**Run 1: supply network**

Pins as bars on the die edge. Tap cells in gray.
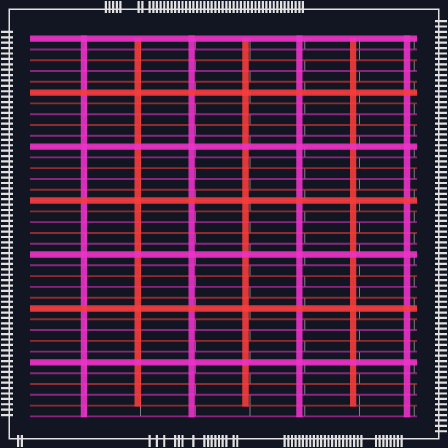
**Run 1: cells colored by class**

Scale bar: 20 um.
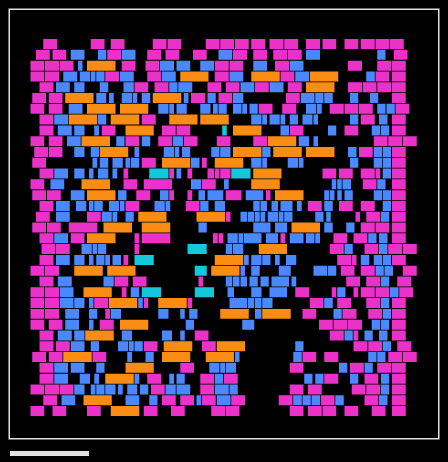
**Run 1: sequential cells grouped by signal name**

Other sequential cells in the stronger gray, the rest of the logic in the fainter gray.
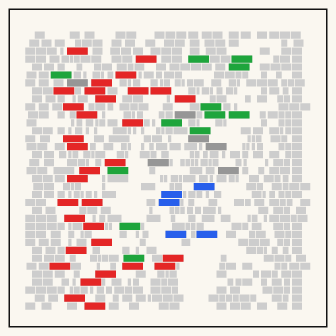
File: config.mk
export PLATFORM = sky130hd
export DESIGN_NAME = apb_timer_arbiter
export DESIGN_NICKNAME = d
export VERILOG_FILES = /design/src/rtl/apb_timer_arbiter.sv
export SDC_FILE = /design/constraint.sdc
export NUM_CORES = 1
export LEC_CHECK = 0
export CORE_MARGIN = 5
export CORE_UTILIZATION = 35
export CTS_BUF_LIST = sky130_fd_sc_hd__clkbuf_8 sky130_fd_sc_hd__clkbuf_16
export CTS_CLUSTER_DIAMETER = 40
export DETAILED_ROUTE_END_ITERATION = 12
export GPL_ROUTABILITY_DRIVEN = 0
export GPL_TIMING_DRIVEN = 0
export PLACE_DENSITY = 0.78
export RECOVER_POWER = 25
export SLEW_MARGIN = 20
export SYNTH_ARGS = -nofsm -noshare
export SYNTH_HDL_FRONTEND = slang
export SYNTH_SLANG_ARGS = --single-unit
File: constraint.sdc
create_clock -name clk_i -period 4 [get_ports clk_i]
set_input_delay 0.4 -clock clk_i [delete_from_list [all_inputs] [get_ports clk_i]]
set_output_delay 0.4 -clock clk_i [all_outputs]
set_load 0.02 [all_outputs]
File: src/rtl/apb_timer_arbiter.sv
// Two-master round-robin APB arbiter in front of the timer wrapper slave port.
// Each granted transfer is replayed as one setup/access pair, with an optional access timeout.
module apb_timer_arbiter #(
    parameter int TIMEOUT = 16,
    parameter int AW      = 12
) (
    input  logic          clk_i,
    input  logic          rst_i,
    input  logic          m0_psel,
    input  logic          m0_penable,
    input  logic          m0_pwrite,
    input  logic [AW-1:0] m0_paddr,
    input  logic [31:0]   m0_pwdata,
    output logic [31:0]   m0_prdata,
    output logic          m0_pready,
    output logic          m0_pslverr,
    input  logic          m1_psel,
    input  logic          m1_penable,
    input  logic          m1_pwrite,
    input  logic [AW-1:0] m1_paddr,
    input  logic [31:0]   m1_pwdata,
    output logic [31:0]   m1_prdata,
    output logic          m1_pready,
    output logic          m1_pslverr,
    output logic          s_psel,
    output logic          s_penable,
    output logic          s_pwrite,
    output logic [AW-1:0] s_paddr,
    output logic [31:0]   s_pwdata,
    input  logic [31:0]   s_prdata,
    input  logic          s_pready,
    input  logic          s_pslverr,
    output logic [1:0]    grant_o
);

    localparam int CW = (TIMEOUT > 0) ? $clog2(TIMEOUT + 1) : 1;
    localparam logic [CW-1:0] CNT_LAST = CW'((TIMEOUT > 0) ? TIMEOUT - 1 : 0);
    localparam logic [CW-1:0] CNT_MAX  = '1;

    typedef enum logic [1:0] {
        IDLE,
        SETUP,
        ACCESS
    } state_e;

    state_e        state_q, state_d;
    logic [1:0]    grant_q, grant_d;
    logic          last_q, last_d;
    logic [AW-1:0] paddr_q, paddr_d;
    logic          pwrite_q, pwrite_d;
    logic [31:0]   pwdata_q, pwdata_d;
    logic [CW-1:0] cnt_q, cnt_d;

    logic timeoutHit;
    logic done;
    logic masterDone;
    logic winner;
    logic active;
    logic unusedPenable;

    // Masters are requesting as soon as psel rises; their penable carries no extra information here.
    assign unusedPenable = m0_penable ^ m1_penable;

    assign active     = (state_q != IDLE);
    assign timeoutHit = (TIMEOUT != 0) && (state_q == ACCESS) && !s_pready && (cnt_q == CNT_LAST);
    assign done       = (state_q == ACCESS) && (s_pready || timeoutHit);
    assign masterDone = done && !rst_i;
    assign winner     = (m0_psel && m1_psel) ? ~last_q : m1_psel;

    always_comb begin
        state_d  = state_q;
        grant_d  = grant_q;
        last_d   = last_q;
        paddr_d  = paddr_q;
        pwrite_d = pwrite_q;
        pwdata_d = pwdata_q;
        cnt_d    = cnt_q;
        case (state_q)
            IDLE: begin
                if (m0_psel || m1_psel) begin
                    state_d  = SETUP;
                    grant_d  = winner ? 2'b10 : 2'b01;
                    last_d   = winner;
                    paddr_d  = winner ? m1_paddr : m0_paddr;
                    pwrite_d = winner ? m1_pwrite : m0_pwrite;
                    pwdata_d = winner ? m1_pwdata : m0_pwdata;
                end
            end
            SETUP: begin
                state_d = ACCESS;
                cnt_d   = '0;
            end
            ACCESS: begin
                if (done) begin
                    state_d = IDLE;
                    grant_d = 2'b00;
                end else if (cnt_q != CNT_MAX) begin
                    cnt_d = cnt_q + 1'b1;
                end
            end
            default: begin
                state_d = IDLE;
                grant_d = 2'b00;
            end
        endcase
    end

    always_ff @(posedge clk_i) begin
        if (rst_i) begin
            state_q  <= IDLE;
            grant_q  <= 2'b00;
            last_q   <= 1'b1;
            paddr_q  <= '0;
            pwrite_q <= 1'b0;
            pwdata_q <= '0;
            cnt_q    <= '0;
        end else begin
            state_q  <= state_d;
            grant_q  <= grant_d;
            last_q   <= last_d;
            paddr_q  <= paddr_d;
            pwrite_q <= pwrite_d;
            pwdata_q <= pwdata_d;
            cnt_q    <= cnt_d;
        end
    end

    assign s_psel    = active;
    assign s_penable = (state_q == ACCESS);
    assign s_pwrite  = active && pwrite_q;
    assign s_paddr   = active ? paddr_q : '0;
    assign s_pwdata  = active ? pwdata_q : '0;
    assign grant_o   = grant_q;

    // A timed-out transfer returns an error with zeroed read data instead of whatever the slave drives.
    assign m0_pready  = masterDone && grant_q[0];
    assign m0_pslverr = masterDone && grant_q[0] && (timeoutHit || s_pslverr);
    assign m0_prdata  = (masterDone && grant_q[0] && !timeoutHit) ? s_prdata : 32'h0;
    assign m1_pready  = masterDone && grant_q[1];
    assign m1_pslverr = masterDone && grant_q[1] && (timeoutHit || s_pslverr);
    assign m1_prdata  = (masterDone && grant_q[1] && !timeoutHit) ? s_prdata : 32'h0;

endmodule

==> CHANGELOG.md, run 1 <==
### Changed

* Status: finished, final reports clean
* Clk power at 0.000320 W
* HP Start: cnt_q[3]$_SDFFE_PP0P_
* Stages on the worst setup path at 7
* Yosys warning tally at 0
* Worst R2R End: cnt_q[0]$_SDFFE_PP0P_
* Reg2Reg Setup Slack at ~1.8 ns
* Non-filler cells, final at 779
* Reg2reg path depth at 6
* Count of final setup violators at 0
* Clk_skew at about 0.012 ns
* Area growth syn-to-layout at 80.4%
* Largest net degree at the start of global routing at 17
* Least-Margin Pin Slew at 0.824 ns
* Flops after synth at roughly 55
* I/O pin cnt at between 200 and 250
* Number of enable flip-flop cells at 0
* CP peak stage delay at 0.62 ns
* Delay-heaviest family, CP: buffers and inverters
* Complex Gates by Area at ~14%
* Final Slew Violations at 0
* Post-cts sizing count at 0
* Met3 routed WL at ~1.2 mm
* Critical path, cell by cell: inv_1 -> ha_1 -> nor2b_1 -> and3_1 -> clkbuf_1 -> and2_1 -> clkdlybuf4s50_1
* Multiplexer share at 14.0%
* Comb area leader: simple AND/OR/NAND/NOR gates
* DR WL/cell at between 15 and 20 um
* Register area share after synthesis at around a third
* Power share of the clock group at roughly 20%
* Placed cell count at a little under 800
* WHS Endpoint: cnt_q[3]$_SDFFE_PP0P_
* Min Tclk post-route at approximately 3.1 ns
* RSZ-0062 raised after global routing: no
* Commonest Layout Cell: clkdlybuf4s50_1
* Vias at between 3000 and 4000
## Picture notes: 'supply network'
| color | net |
|---|---|
| red | VDD |
| magenta | VSS |
met4 straps: 7
tap cells: 129
rows: 35
met1 rails: 36
maximum vdd drop: 0.185 mV
core area: 9280 um^2
Die Wd: 108 um
chip height: 108 um

## Picture notes: 'cells colored by class'
| color | class | cells | share of their area |
|---|---|---|---|
| orange | flops | 55 | 19% |
| cyan | clock drivers and dummy loads | 8 | 1.6% |
| magenta | other buffers and delay cells | 276 | 45% |
| blue | combinational and other logic | 309 | 35% |
std cell rows: 35
cell area after layout: 6050 um^2
end-of-flow core utilization: 65.1%

## Picture notes: 'sequential cells grouped by signal name'
| color | netlist name | flops |
|---|---|---|
| green | paddr_q | 12 |
| blue | cnt_q | 5 |
| red | pwdata_q | 32 |

-- run 1: metal layers --
metal / up-vias / GRT usage (%)
met5: - / 0
met4: 0 / 9.65
met3: 28 / 7.20
met2: 188 / 39.6
met1: 1666 / 20.6
li1: 1850 / -
-- run 1: area by class of cell --
type	instances	area share (%)
multi-input combinational	301	33.6
sequential	55	18.2
tap	129	2.67
antenna	2	0.0828
timing repair buffer	244	40.4
inverter	8	0.497
buffer	32	3.00
clock inverter	2	0.207
clock buffer	6	1.37
-- run 1: sequential cells by signal, summed over array words and instances, names as in the netlist --
register  count
grant_o       2
paddr_q      12
last_q        1
pwdata_q     32
state_q       2
pwrite_q      1
cnt_q         5
==> run 2, diff against run 1 <==
--- a/config.mk
+++ b/config.mk
@@ -6,13 +6,13 @@
 export NUM_CORES = 1
 export LEC_CHECK = 0
 export CORE_MARGIN = 5
-export CORE_UTILIZATION = 35
+export CORE_UTILIZATION = 31
 export CTS_BUF_LIST = sky130_fd_sc_hd__clkbuf_8 sky130_fd_sc_hd__clkbuf_16
 export CTS_CLUSTER_DIAMETER = 40
 export DETAILED_ROUTE_END_ITERATION = 12
 export GPL_ROUTABILITY_DRIVEN = 0
 export GPL_TIMING_DRIVEN = 0
-export PLACE_DENSITY = 0.78
+export PLACE_DENSITY = 0.73
 export RECOVER_POWER = 25
 export SLEW_MARGIN = 20
 export SYNTH_ARGS = -nofsm -noshare
==> constraint.sdc (replaced) <==
create_clock -name clk_i -period 2.51 [get_ports clk_i]
set_input_delay 0.251 -clock clk_i [delete_from_list [all_inputs] [get_ports clk_i]]
set_output_delay 0.251 -clock clk_i [all_outputs]
set_load 0.02 [all_outputs]
**Run 2: supply network**

Pins as bars on the die edge. Tap cells in gray.
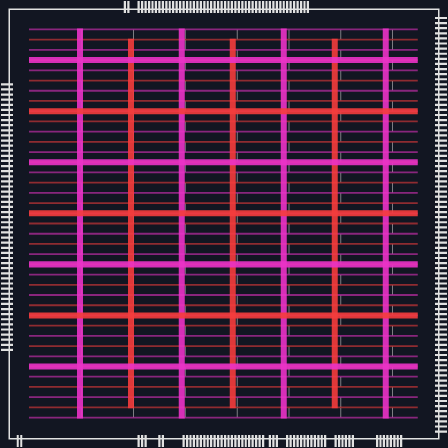
| color | net |
|---|---|
| red | VDD |
| magenta | VSS |
signal pins: 247
rows: 38
met4 straps: 7

**Run 2: congestion heat map**

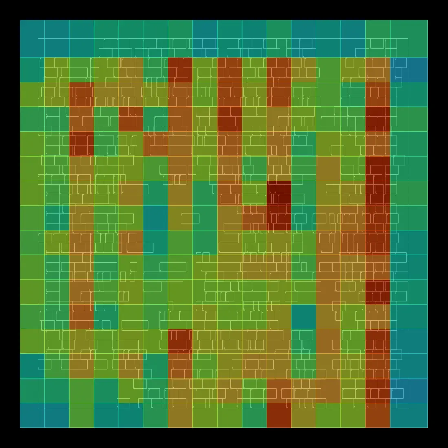
routing usage on met1: 19.6%
met3 global-route usage: 4.77%
GRT Util Overall: 18.7%
GRT busiest layer: met2
grt met2 use: 35.6%

==> CHANGELOG.md, run 2 <==
### Changed

* Die Wd at 114 um (was 108 um)
* Power, Total at 0.00269 W (was 0.00159 W)
* Top reg by flops: pwdata_q (unchanged)
* Worst R2R End: cnt_q[0]$_SDFFE_PP0P_ (unchanged)
* Antenna Violating Nets Remaining at 0 (unchanged)
* Cell taking the most area after synthesis: dfxtp_1 (unchanged)
* Initial antenna violation count at 2 (unchanged)
* Tool Warnings at 31 (unchanged)
* Xor+xnor area frac at 0% (unchanged)
* Clock sink count at 55 (unchanged)
* Cell area after layout at 6040 um^2 (was 6050 um^2)
* End-of-flow core utilization at 56.4% (was 65.1%)
* Status: finished, final reports clean (unchanged)
* Complex Gates by Area at 13.8% (unchanged)
* Clock buffer depth at 2 (unchanged)
* WHS Endpoint: pwdata_q[30]$_SDFFE_PP0P_ (was cnt_q[3]$_SDFFE_PP0P_)
* Critical path, cell by cell: inv_1 -> ha_2 -> nor2b_2 -> and3_2 -> clkbuf_2 -> and2_1 -> dlygate4sd2_1 (was inv_1 -> ha_1 -> nor2b_1 -> and3_1 -> clkbuf_1 -> and2_1 -> clkdlybuf4s50_1)
* Clk_skew at 0.0131 ns (was 0.0120 ns)
* Startpoint types: register (unchanged)
* Number of library cell types mapped by synthesis at 34 (unchanged)
* WP buf/inv at 3 (unchanged)
* Worst-path clk slew at 0.09 ns (was 0.10 ns)
* Least-Margin Pin Slew at 0.771 ns (was 0.824 ns)
* Clk power at 0.000677 W (was 0.000320 W)
* HP Start: pwdata_q[30]$_SDFFE_PP0P_ (was cnt_q[3]$_SDFFE_PP0P_)
* Initial core utilization at 31.3% (was 36.1%)
* Sw frac at 30.2% (was 32.2%)
* Pwr dens at 446 nW/um^2 (was 263 nW/um^2)
* Yosys warning tally at 0 (unchanged)
* CP peak stage delay at 0.35 ns (was 0.62 ns)
* Drc violations at 0 (unchanged)
* Comb pwr at 0.000977 W (was 0.000618 W)
* First-pass GRT wire length at 19.3 mm (was 19.2 mm)
* Reg2Reg Setup Slack at 0.30 ns (was 1.77 ns)
* FA/HA/MAJ Cells, Area Fraction at 2.24% (unchanged)
* Largest register FFs at 32 (unchanged)
* Cell area leaders: dfxtp_1 33%, mux2i_1 14%, and2_1 12%, a211oi_1 11%, nor2b_1 9.0% (unchanged)
* Stages on the worst setup path at 7 (unchanged)
* Chip height at 114 um (was 108 um)
* Vias at 3694 (was 3732)
* Count of final setup violators at 0 (unchanged)
* WP data required at 2.26 ns (was 3.60 ns)
* Flops after synth at 55 (unchanged)
* Min Tclk post-route at 2.43 ns
* Cells after synthesis at 396 (unchanged)
* Net Sw Power at 0.000812 W (was 0.000512 W)
* Logic pwr share at 36.3% (was 38.9%)
* Largest regs: pwdata_q x32, paddr_q x12, cnt_q x5 (unchanged)
* Ys flop type: dfxtp_1 (unchanged)
* Gr ovfl total at 0 (unchanged)
* Hold Buf Count CTS at 0 (unchanged)
* Flop pwr share at 38.5% (was 41.0%)
* Commonest Layout Cell: clkdlybuf4s50_1 (unchanged)
* Critical path peak fanout at 10 (unchanged)
* Std cell rows at 38 (was 35)
* Area growth syn-to-layout at 80.1% (was 80.4%)
* Top sig layer: met4 (unchanged)
* Int Power at 0.00188 W (was 0.00108 W)
* Placed cell count at 780 (was 769)
* Yosys cell count at 396 (unchanged)
* Number of enable flip-flop cells at 0 (unchanged)
* Vias in the first global route at 3809 (was 3869)
* Multiplexer share at 14.0% (unchanged)
* Reg2reg path depth at 6 (unchanged)
* I/O pin cnt at 247 (unchanged)
* Final worst-path cycle share at 96.7%
* WHS at 0.498 ns (was 0.496 ns)
* Cell with the most instances after synthesis: and2_1 (unchanged)
* Final Slew Violations at 0 (unchanged)
* Delay-heaviest family, CP: buffers and inverters (unchanged)
* Wl on met1 at 4.75 mm (was 4.62 mm)
* Power share of the clock group at 25.2% (was 20.1%)
* Maximum vdd drop at 0.366 mV (was 0.185 mV)
* Worst setup margin at 0.0837 ns (was 0.875 ns)
* Clock root cell: clkbuf_8 (unchanged)
* Critical path destination: m0_prdata[4] (was m0_prdata[26])
* Met3 routed WL at 1.09 mm (was 1.17 mm)
* Nature of the critical path endpoint: primary output (unchanged)
* Worst path slowest cell: dlygate4sd2_1 (was clkdlybuf4s50_1)
* Floorplan Nets at 532 (unchanged)
* Comb area leader: simple AND/OR/NAND/NOR gates (unchanged)
* Register area share after synthesis at 32.8% (unchanged)
* Placed Area at 5970 um^2 (was 5960 um^2)
* Non-filler cells, final at 790 (was 779)
* Core area at 10700 um^2 (was 9280 um^2)
* DR WL/cell at 16.3 um (was 16.5 um)
* DRT Pass-1 Iters at 4 (unchanged)
* Largest net degree at the start of global routing at 17 (unchanged)
[run 2: cell types whose count changed in the layout (fill, tap and decap cells not counted), moves of 8 or more]
cell	before	now
clkbuf_1	25	17
clkbuf_2	0	12
clkdlybuf4s15_1	0	10
clkdlybuf4s50_1	242	164
dlygate4sd2_1	0	54
dlymetal6s2s_1	0	8
[run 2: final cells by class]
cell class	count	area, um^2	area share [%]
antenna	2	5.00	0.0829
timing repair buffer	244	2360	39.2
inverter	8	30.0	0.497
sequential	55	1100	18.2
buffer	32	191	3.17
clock inverter	3	63.8	1.06
multi-input combinational	301	2040	33.7
clock buffer	5	68.8	1.14
tap	140	175	2.90
[run 2: timing repair]
action	CTS	global route
endpoints found under the hold margin	0	0
gates resized	82	35
buffers inserted	0	0
endpoints found under the setup margin	74	40
Power and IR drop assume default switching activity.
